### config.mk
export PLATFORM = sky130hd
export DESIGN_NAME = s2m_dma
export DESIGN_NICKNAME = d
export VERILOG_FILES = /design/src/rtl/s2m_dma.sv
export SDC_FILE = /design/constraint.sdc
export NUM_CORES = 1
export LEC_CHECK = 0
export ABC_CLOCK_PERIOD_IN_PS = 3000
export CAP_MARGIN = 20
export CORE_AREA = 2 2 159 161
export DETAILED_ROUTE_END_ITERATION = 10
export DIE_AREA = 0 0 161 163
export GPL_TIMING_DRIVEN = 0
export PLACE_DENSITY = 0.78
export SYNTH_ARGS = -nofsm -noshare
export SYNTH_HDL_FRONTEND = slang
export SYNTH_SLANG_ARGS = --single-unit
### constraint.sdc
create_clock -name i_clk -period 3 [get_ports i_clk]
set_input_delay 0.6 -clock i_clk [delete_from_list [all_inputs] [get_ports i_clk]]
set_output_delay 0.6 -clock i_clk [all_outputs]
set_load 0.02 [all_outputs]
### src/rtl/s2m_dma.sv
// Stream-to-memory DMA: packs an 8-bit AXI-stream little-endian into 32-bit words
// and writes them over AXI-lite. Optional completion interrupt under S2M_DMA_IRQ_EN.
module s2m_dma #(
  parameter int AXIS_DATA_WIDTH = 8,
  parameter int ADDR_WIDTH      = 32
) (
  input  logic                       i_clk,
  input  logic                       i_rst_n,
  input  logic                       s_cpuif_req,
  input  logic                       s_cpuif_req_is_wr,
  input  logic [4:0]                 s_cpuif_addr,
  input  logic [31:0]                s_cpuif_wr_data,
  input  logic [31:0]                s_cpuif_wr_biten,
  output logic                       s_cpuif_rd_ack,
  output logic [31:0]                s_cpuif_rd_data,
  output logic                       s_cpuif_wr_ack,
  input  logic [AXIS_DATA_WIDTH-1:0] s_axis_tdata,
  input  logic                       s_axis_tvalid,
  output logic                       s_axis_tready,
  input  logic                       s_axis_tlast,
  output logic [ADDR_WIDTH-1:0]      m_axil_awaddr,
  output logic [2:0]                 m_axil_awprot,
  output logic                       m_axil_awvalid,
  input  logic                       m_axil_awready,
  output logic [31:0]                m_axil_wdata,
  output logic [3:0]                 m_axil_wstrb,
  output logic                       m_axil_wvalid,
  input  logic                       m_axil_wready,
  input  logic [1:0]                 m_axil_bresp,
  input  logic                       m_axil_bvalid,
  output logic                       m_axil_bready,
  output logic [ADDR_WIDTH-1:0]      m_axil_araddr,
  output logic [2:0]                 m_axil_arprot,
  output logic                       m_axil_arvalid,
  input  logic                       m_axil_arready,
  input  logic [31:0]                m_axil_rdata,
  input  logic [1:0]                 m_axil_rresp,
  input  logic                       m_axil_rvalid,
  output logic                       m_axil_rready,
  output logic                       o_irq
);

  // state    | meaning
  // IDLE     | waiting for start
  // COLLECT  | accepting beats into the word buffer
  // WRITE    | AW and W issued, each drops on its own handshake
  // RESP     | waiting for the write response
  // DONE     | publish COUNT and set done (one cycle)
  typedef enum logic [2:0] {ST_IDLE, ST_COLLECT, ST_WRITE, ST_RESP, ST_DONE} state_t;

  localparam logic [4:0] A_CTRL   = 5'h00;
  localparam logic [4:0] A_STATUS = 5'h04;
  localparam logic [4:0] A_ADDR   = 5'h08;
  localparam logic [4:0] A_LEN    = 5'h0C;
  localparam logic [4:0] A_COUNT  = 5'h10;

  state_t state, state_nxt;

  logic                  start_pend, done_q, ovf_q, berr_q, irq_en_rd;
  logic [31:0]           addr_q;
  logic [15:0]           len_q, count_q, len_lat, bytes_q;
  logic [ADDR_WIDTH-1:0] base_q;
  logic [13:0]           word_idx;
  logic [31:0]           data_q;
  logic [3:0]            strb_q;
  logic                  last_q, aw_done, w_done;

  logic        wr_stb, rd_stb, start_go, beat, store, flush;
  logic [1:0]  lane;
  logic [3:0]  strb_upd;
  logic [3:1]  w1c;
  logic [31:0] rd_val, addr_new;
  logic [15:0] len_new;
  logic        unused_ok;

  assign unused_ok = &{1'b0, m_axil_arready, m_axil_rdata, m_axil_rresp, m_axil_rvalid};

  assign wr_stb   = s_cpuif_req & s_cpuif_req_is_wr;
  assign rd_stb   = s_cpuif_req & ~s_cpuif_req_is_wr;
  assign start_go = (state == ST_IDLE) & start_pend;
  assign w1c      = (wr_stb && s_cpuif_addr == A_STATUS) ?
                    (s_cpuif_wr_data[3:1] & s_cpuif_wr_biten[3:1]) : 3'b000;
  assign addr_new = (addr_q & ~s_cpuif_wr_biten) | (s_cpuif_wr_data & s_cpuif_wr_biten);
  assign len_new  = (len_q & ~s_cpuif_wr_biten[15:0]) |
                    (s_cpuif_wr_data[15:0] & s_cpuif_wr_biten[15:0]);

  assign beat     = s_axis_tvalid & s_axis_tready;
  assign store    = beat & (bytes_q < len_lat);
  assign lane     = bytes_q[1:0];
  assign strb_upd = strb_q | (store ? (4'b0001 << lane) : 4'b0000);
  // A word goes out when lane 3 fills, or at tlast if anything is buffered.
  assign flush    = (store & (lane == 2'd3)) | (beat & s_axis_tlast & (strb_upd != 4'b0000));

  assign m_axil_awaddr  = base_q + ADDR_WIDTH'({word_idx, 2'b00});
  assign m_axil_awprot  = 3'b000;
  assign m_axil_wdata   = data_q;
  assign m_axil_wstrb   = strb_q;
  assign m_axil_araddr  = '0;
  assign m_axil_arprot  = 3'b000;
  assign m_axil_arvalid = 1'b0;
  assign m_axil_rready  = 1'b1;

  always_ff @(posedge i_clk or negedge i_rst_n) begin
    if (!i_rst_n) state <= ST_IDLE;
    else          state <= state_nxt;
  end

  always_comb begin
    state_nxt      = state;
    s_axis_tready  = 1'b0;
    m_axil_awvalid = 1'b0;
    m_axil_wvalid  = 1'b0;
    m_axil_bready  = 1'b0;
    case (state)
      ST_IDLE: if (start_pend) state_nxt = ST_COLLECT;
      ST_COLLECT: begin
        s_axis_tready = 1'b1;
        if (beat) begin
          if (flush)             state_nxt = ST_WRITE;
          else if (s_axis_tlast) state_nxt = ST_DONE;
        end
      end
      ST_WRITE: begin
        m_axil_awvalid = ~aw_done;
        m_axil_wvalid  = ~w_done;
        if ((aw_done | m_axil_awready) & (w_done | m_axil_wready)) state_nxt = ST_RESP;
      end
      ST_RESP: begin
        m_axil_bready = 1'b1;
        if (m_axil_bvalid) state_nxt = last_q ? ST_DONE : ST_COLLECT;
      end
      ST_DONE: state_nxt = ST_IDLE;
      default: state_nxt = ST_IDLE;
    endcase
  end

  always_ff @(posedge i_clk or negedge i_rst_n) begin
    if (!i_rst_n) begin
      base_q   <= '0;
      len_lat  <= '0;
      bytes_q  <= '0;
      word_idx <= '0;
      data_q   <= '0;
      strb_q   <= '0;
      last_q   <= 1'b0;
      aw_done  <= 1'b0;
      w_done   <= 1'b0;
    end else begin
      case (state)
        ST_IDLE: if (start_pend) begin
          base_q   <= addr_q[ADDR_WIDTH-1:0];
          len_lat  <= len_q;
          bytes_q  <= '0;
          word_idx <= '0;
          strb_q   <= '0;
          last_q   <= 1'b0;
        end
        ST_COLLECT: if (beat) begin
          if (store) begin
            data_q[{lane, 3'b000} +: 8] <= s_axis_tdata;
            bytes_q <= bytes_q + 16'd1;
          end
          strb_q <= strb_upd;
          last_q <= s_axis_tlast;
        end
        ST_WRITE: begin
          if (state_nxt == ST_RESP) begin
            aw_done <= 1'b0;
            w_done  <= 1'b0;
          end else begin
            if (m_axil_awvalid & m_axil_awready) aw_done <= 1'b1;
            if (m_axil_wvalid & m_axil_wready)   w_done  <= 1'b1;
          end
        end
        ST_RESP: if (m_axil_bvalid && !last_q) begin
          strb_q   <= '0;
          word_idx <= word_idx + 14'd1;
        end
        default: ;
      endcase
    end
  end

  // Hardware sets take priority over a same-cycle W1C.
  always_ff @(posedge i_clk or negedge i_rst_n) begin
    if (!i_rst_n) begin
      s_cpuif_wr_ack  <= 1'b0;
      s_cpuif_rd_ack  <= 1'b0;
      s_cpuif_rd_data <= '0;
      start_pend      <= 1'b0;
      addr_q          <= '0;
      len_q           <= '0;
      count_q         <= '0;
      done_q          <= 1'b0;
      ovf_q           <= 1'b0;
      berr_q          <= 1'b0;
    end else begin
      s_cpuif_wr_ack  <= wr_stb;
      s_cpuif_rd_ack  <= rd_stb;
      s_cpuif_rd_data <= rd_stb ? rd_val : '0;
      start_pend      <= wr_stb & (s_cpuif_addr == A_CTRL) &
                         s_cpuif_wr_data[0] & s_cpuif_wr_biten[0];
      if (wr_stb && s_cpuif_addr == A_ADDR) addr_q <= addr_new & 32'hFFFF_FFFC;
      if (wr_stb && s_cpuif_addr == A_LEN)  len_q  <= len_new;
      if (state == ST_DONE) count_q <= bytes_q;
      else if (start_go)    count_q <= '0;
      done_q <= (state == ST_DONE) | (done_q & ~w1c[1] & ~start_go);
      ovf_q  <= (beat & ~store)    | (ovf_q & ~w1c[2] & ~start_go);
      berr_q <= ((state == ST_RESP) & m_axil_bvalid & (m_axil_bresp != 2'b00)) |
                (berr_q & ~w1c[3]);
    end
  end

  always_comb begin
    rd_val = '0;
    case (s_cpuif_addr)
      A_CTRL:   rd_val = {30'b0, irq_en_rd, 1'b0};
      A_STATUS: rd_val = {28'b0, berr_q, ovf_q, done_q, state != ST_IDLE};
      A_ADDR:   rd_val = addr_q;
      A_LEN:    rd_val = {16'b0, len_q};
      A_COUNT:  rd_val = {16'b0, count_q};
      default:  rd_val = '0;
    endcase
  end

`ifdef S2M_DMA_IRQ_EN
  logic irq_en_q, irq_q;

  always_ff @(posedge i_clk or negedge i_rst_n) begin
    if (!i_rst_n) begin
      irq_en_q <= 1'b0;
      irq_q    <= 1'b0;
    end else begin
      if (wr_stb && s_cpuif_addr == A_CTRL && s_cpuif_wr_biten[1])
        irq_en_q <= s_cpuif_wr_data[1];
      irq_q <= irq_en_q & (done_q | berr_q);
    end
  end

  assign irq_en_rd = irq_en_q;
  assign o_irq     = irq_q;
`else
  assign irq_en_rd = 1'b0;
  assign o_irq     = 1'b0;
`endif

endmodule

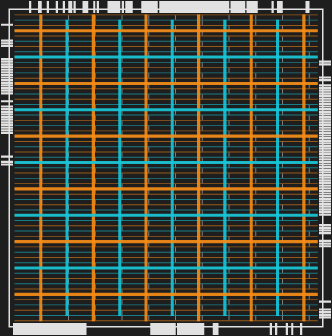
(images/floorplan.png)
Pins as bars on the die edge. Tap cells in gray.
orange -> VSS
cyan -> VDD
met4 straps = 11
met1 rails = 59
tap cells = 330
met5 straps = 11
worst vdd ir: 0.369 mV
core footprint: 24700 um2

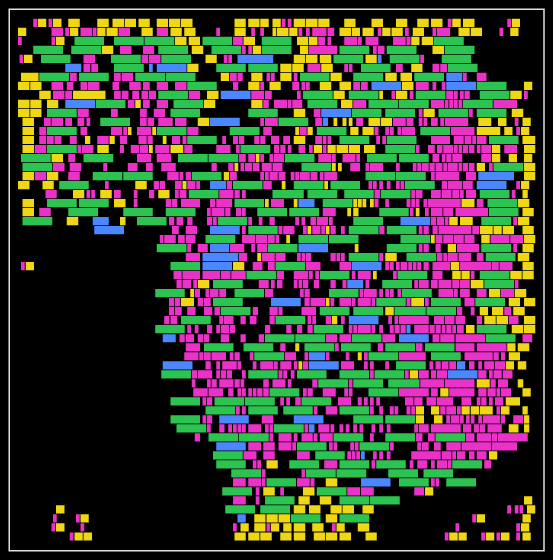
(images/class_map.png)
magenta -> remaining logic cells  # cells 827, share of their area 38%
yellow -> remaining buffers and delay cells  # cells 306, share of their area 18%
blue -> clock drivers and dummy loads  # cells 44, share of their area 5.9%
green -> registers  # cells 218, share of their area 38%
# rows: 58
Core Util, Final: 60.2%
Finished Cell Area: 14900 um2
Seq area share: 36.7%

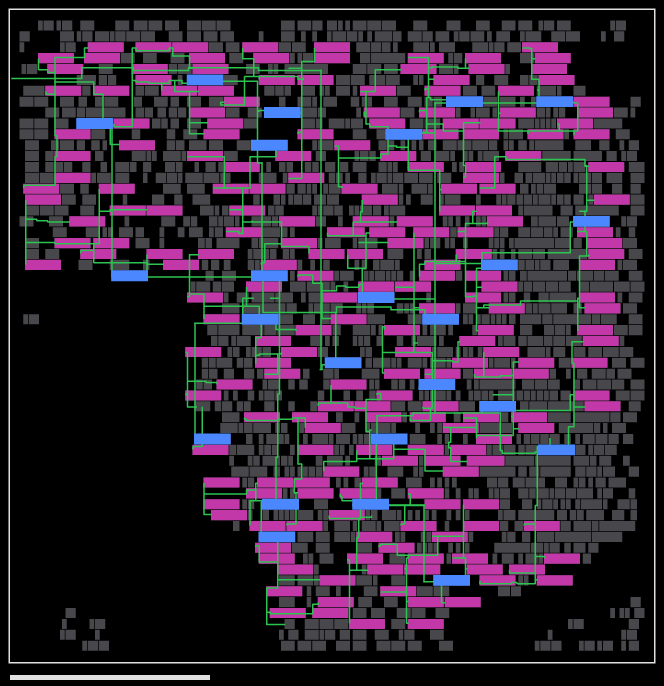
(images/clock_wires.png)
The bar under the picture is 50 um long.
green -> clock wires  # length 2710 um
magenta -> flip-flops  # count 218
blue -> clock-net drivers  # count 24
routed clock nets = 25
Clock power frac: 41.6%
Clock Latency Late Sink: 0.53 ns

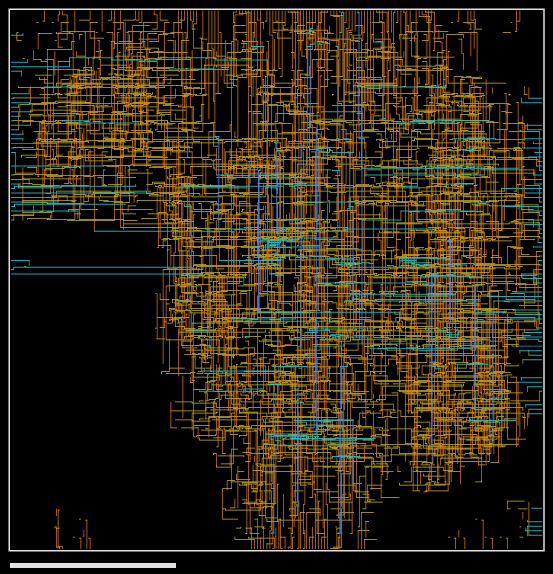
(images/layers.png)
The bar under the picture is 50 um long.
blue -> M4  # wire length 1300 um
yellow -> M1  # wire length 12200 um
cyan -> M3  # wire length 2360 um
orange -> M2  # wire length 16100 um
Routed WL: 32.0 mm
Routed wire per std cell: 18.5 um
total track usage: 23.1%

==> impl_metrics.json <==
{
  "cts_buffers": 24,
  "cts-root-buf": "clkbuf_16",
  "ys_seq_elements": 218,
  "final.setup.worst_slack_ns": -0.653,
  "io_pins": 271,
  "gr-total-overflow": 0,
  "crit_path_end_kind": "output pin",
  "numClockSinks": 218,
  "violations": "negative setup slack",
  "clkTransAtPathRegs_ns": 0.06,
  "slowest_delay_ns": 0.42,
  "r2r_setup_slack_ns": 0.20,
  "xor_area_share_pct": 2.89,
  "worst-path-stages": 12,
  "leakagePower_nw": 7.19,
  "edf_count": 0,
  "syn_area_um2": 10900,
  "dp_hpwl_mm": 21.9,
  "h-tree-depth": 1,
  "worstRegToRegCells": 7,
  "setup_viol": 23,
  "layout_top_cell": "nand2_1",
  "async_flop_share_pct": 100,
  "cp_top_family": "AND-OR/OR-AND gates",
  "r2r-end": "word_idx[2]",
  "dpl_cell_area_um2": 13400,
  "skew_ns": 0.0185,
  "finalHoldViolations": 0,
  "ys_cells": 1094,
  "slew_headroom_pct": 39.4,
  "cp.required_ns": 2.40,
  "portBuffers": 190,
  "synth_chip_area_um2": 10900,
  "pre_cts_slack_ns": -0.876,
  "worst_path_most_repeated_cell": "buf_4",
  "synth_seq_share_pct": 50.1,
  "startpoint": "word_idx[0]",
  "nFillCells": 1977,
  "yosys_warnings": 0,
  "dr.first_iter.drc_count": 826,
  "syn2layout_area_growth_pct": 36.4,
  "power_density_nw_per_um2": 506,
  "aoi_share_pct": 12.7,
  "antenna_found_initial": 2,
  "hold_ws_ns": 0.106,
  "slowest_stage": "dfrtp_2",
  "path_max_fanout": 3,
  "drc_errors": 0,
  "ant_nets": 0,
  "grt_max_degree": 121,
  "die_h_um": 163,
  "ctsHoldBuffers": 0,
  "r2r-start": "state[0]",
  "ys_sh_adder_pct": 4.32,
  "worstSetupPathType": "reg2out",
  "status": "complete, but fails checks",
  "fmax_ghz": 0.274,
  "maxCapViolations": 0,
  "ff_type": "dfrtp_1",
  "topCombFamilyByArea": "simple AND/OR/NAND/NOR gates",
  "hp-class": "in2async",
  "layout-drive-gt1-share_pct": 19.3,
  "mux_share_pct": 5.16,
  "viasPerCell": 5.49,
  "finalCritPeriodShare_pct": 122,
  "grt_first_pass_wirelength_mm": 48.4,
  "slew_viol_final": 0,
  "grt_pass1_vias": 9251,
  "cp.arrival_ns": 3.05,
  "chipArea_um2": 26200,
  "die_width_um": 161,
  "cts_buffer_depth": 3
}
[logic make-up after synthesis]
family	after synthesis
other cells	2
mux	50
xor+xnor	36
flops	218
simple gates	439
buf+inv	124
fa+ha+maj	37
compound gates	188
[repair_timing]
| item | in CTS | in global routing |
|---|---|---|
| hold endpoints to repair | 0 | 0 |
| buffers inserted | 14 | 11 |
| endpoints found under the setup margin | 29 | 36 |
| gates resized | 180 | 39 |
| pin swaps | 25 | 21 |
[worst min-delay path by stage]
stage / start / to / cells past startpoint
3_3_place_gp: m_axil_wdata[9] / m_axil_wdata[9] / 1
5_1_grt: i_rst_n / m_axil_wdata[0] / 1
2_1_floorplan: i_rst_n / async pin / 0
6_report: i_rst_n / m_axil_wdata[4] / 1
3_5_place_dp: m_axil_wdata[10] / m_axil_wdata[10] / 1
4_1_cts: i_rst_n / m_axil_wdata[4] / 1
[routing by layer]
layer  track usage (%)  vias to the layer above  share of wire (%)
met5                 0                        -                  0
met4              9.78                        0                4.1
met3              4.99                       80                7.4
met2              40.3                      421                 50
met1              27.9                     4658                 38
li1                  -                     4327                  -
[final cells by class]
cell class                      count  area (um2)  share of cell area, %
Antenna cell                        2        5.00                 0.0337
Buffer                             90         524                   3.53
Clock buffer                       35         712                   4.79
Clock inverter                      9         143                  0.960
Inverter                           34         128                  0.859
Multi-Input combinational cell    793        5390                   36.3
Sequential cell                   218        5460                   36.7
Tap cell                          330         413                   2.78
Timing Repair Buffer              216        2090                   14.1
[through the flow]
stage                     util [%]  std cells
after CTS                     59.1       1715
after global placement        54.3       1655
after detailed placement      54.5       1657
final                         60.2       1727
after floorplan                  -       1135
after global routing          60.2       1725
[cells in the mapped netlist (all sizes together), types with 5 or more instances]
cell / count / share of area, %
a21bo: 32 / 2.9
a21o: 5 / 0.34
a21oi: 33 / 1.7
a222oi: 14 / 1.3
and2: 9 / 0.52
and3: 23 / 1.3
buf: 54 / 3.6
clkbuf: 36 / 1.2
dfrtp: 218 / 50
ha: 36 / 4.1
inv: 34 / 1.2
mux2: 49 / 5.1
nand2: 218 / 7.5
nand2b: 10 / 0.64
nand3: 42 / 1.9
nand4: 46 / 2.6
nor2: 53 / 1.8
nor3: 8 / 0.37
nor4: 5 / 0.29
o21a: 6 / 0.41
o21ai: 50 / 2.3
o22ai: 5 / 0.29
o31ai: 12 / 0.83
or3: 6 / 0.34
or4: 5 / 0.34
xnor2: 11 / 0.88
xor2: 25 / 2.0
[report_power, final]
| part | switching, mW | internal, mW | total (mW) |
|---|---|---|---|
| Clock | 1.22 | 1.91 | 3.13 |
| Combinational | 0.629 | 0.488 | 1.12 |
| Sequential | 0.156 | 3.11 | 3.27 |
Power figures rest on the tool's default switching activity, not on a simulated workload.
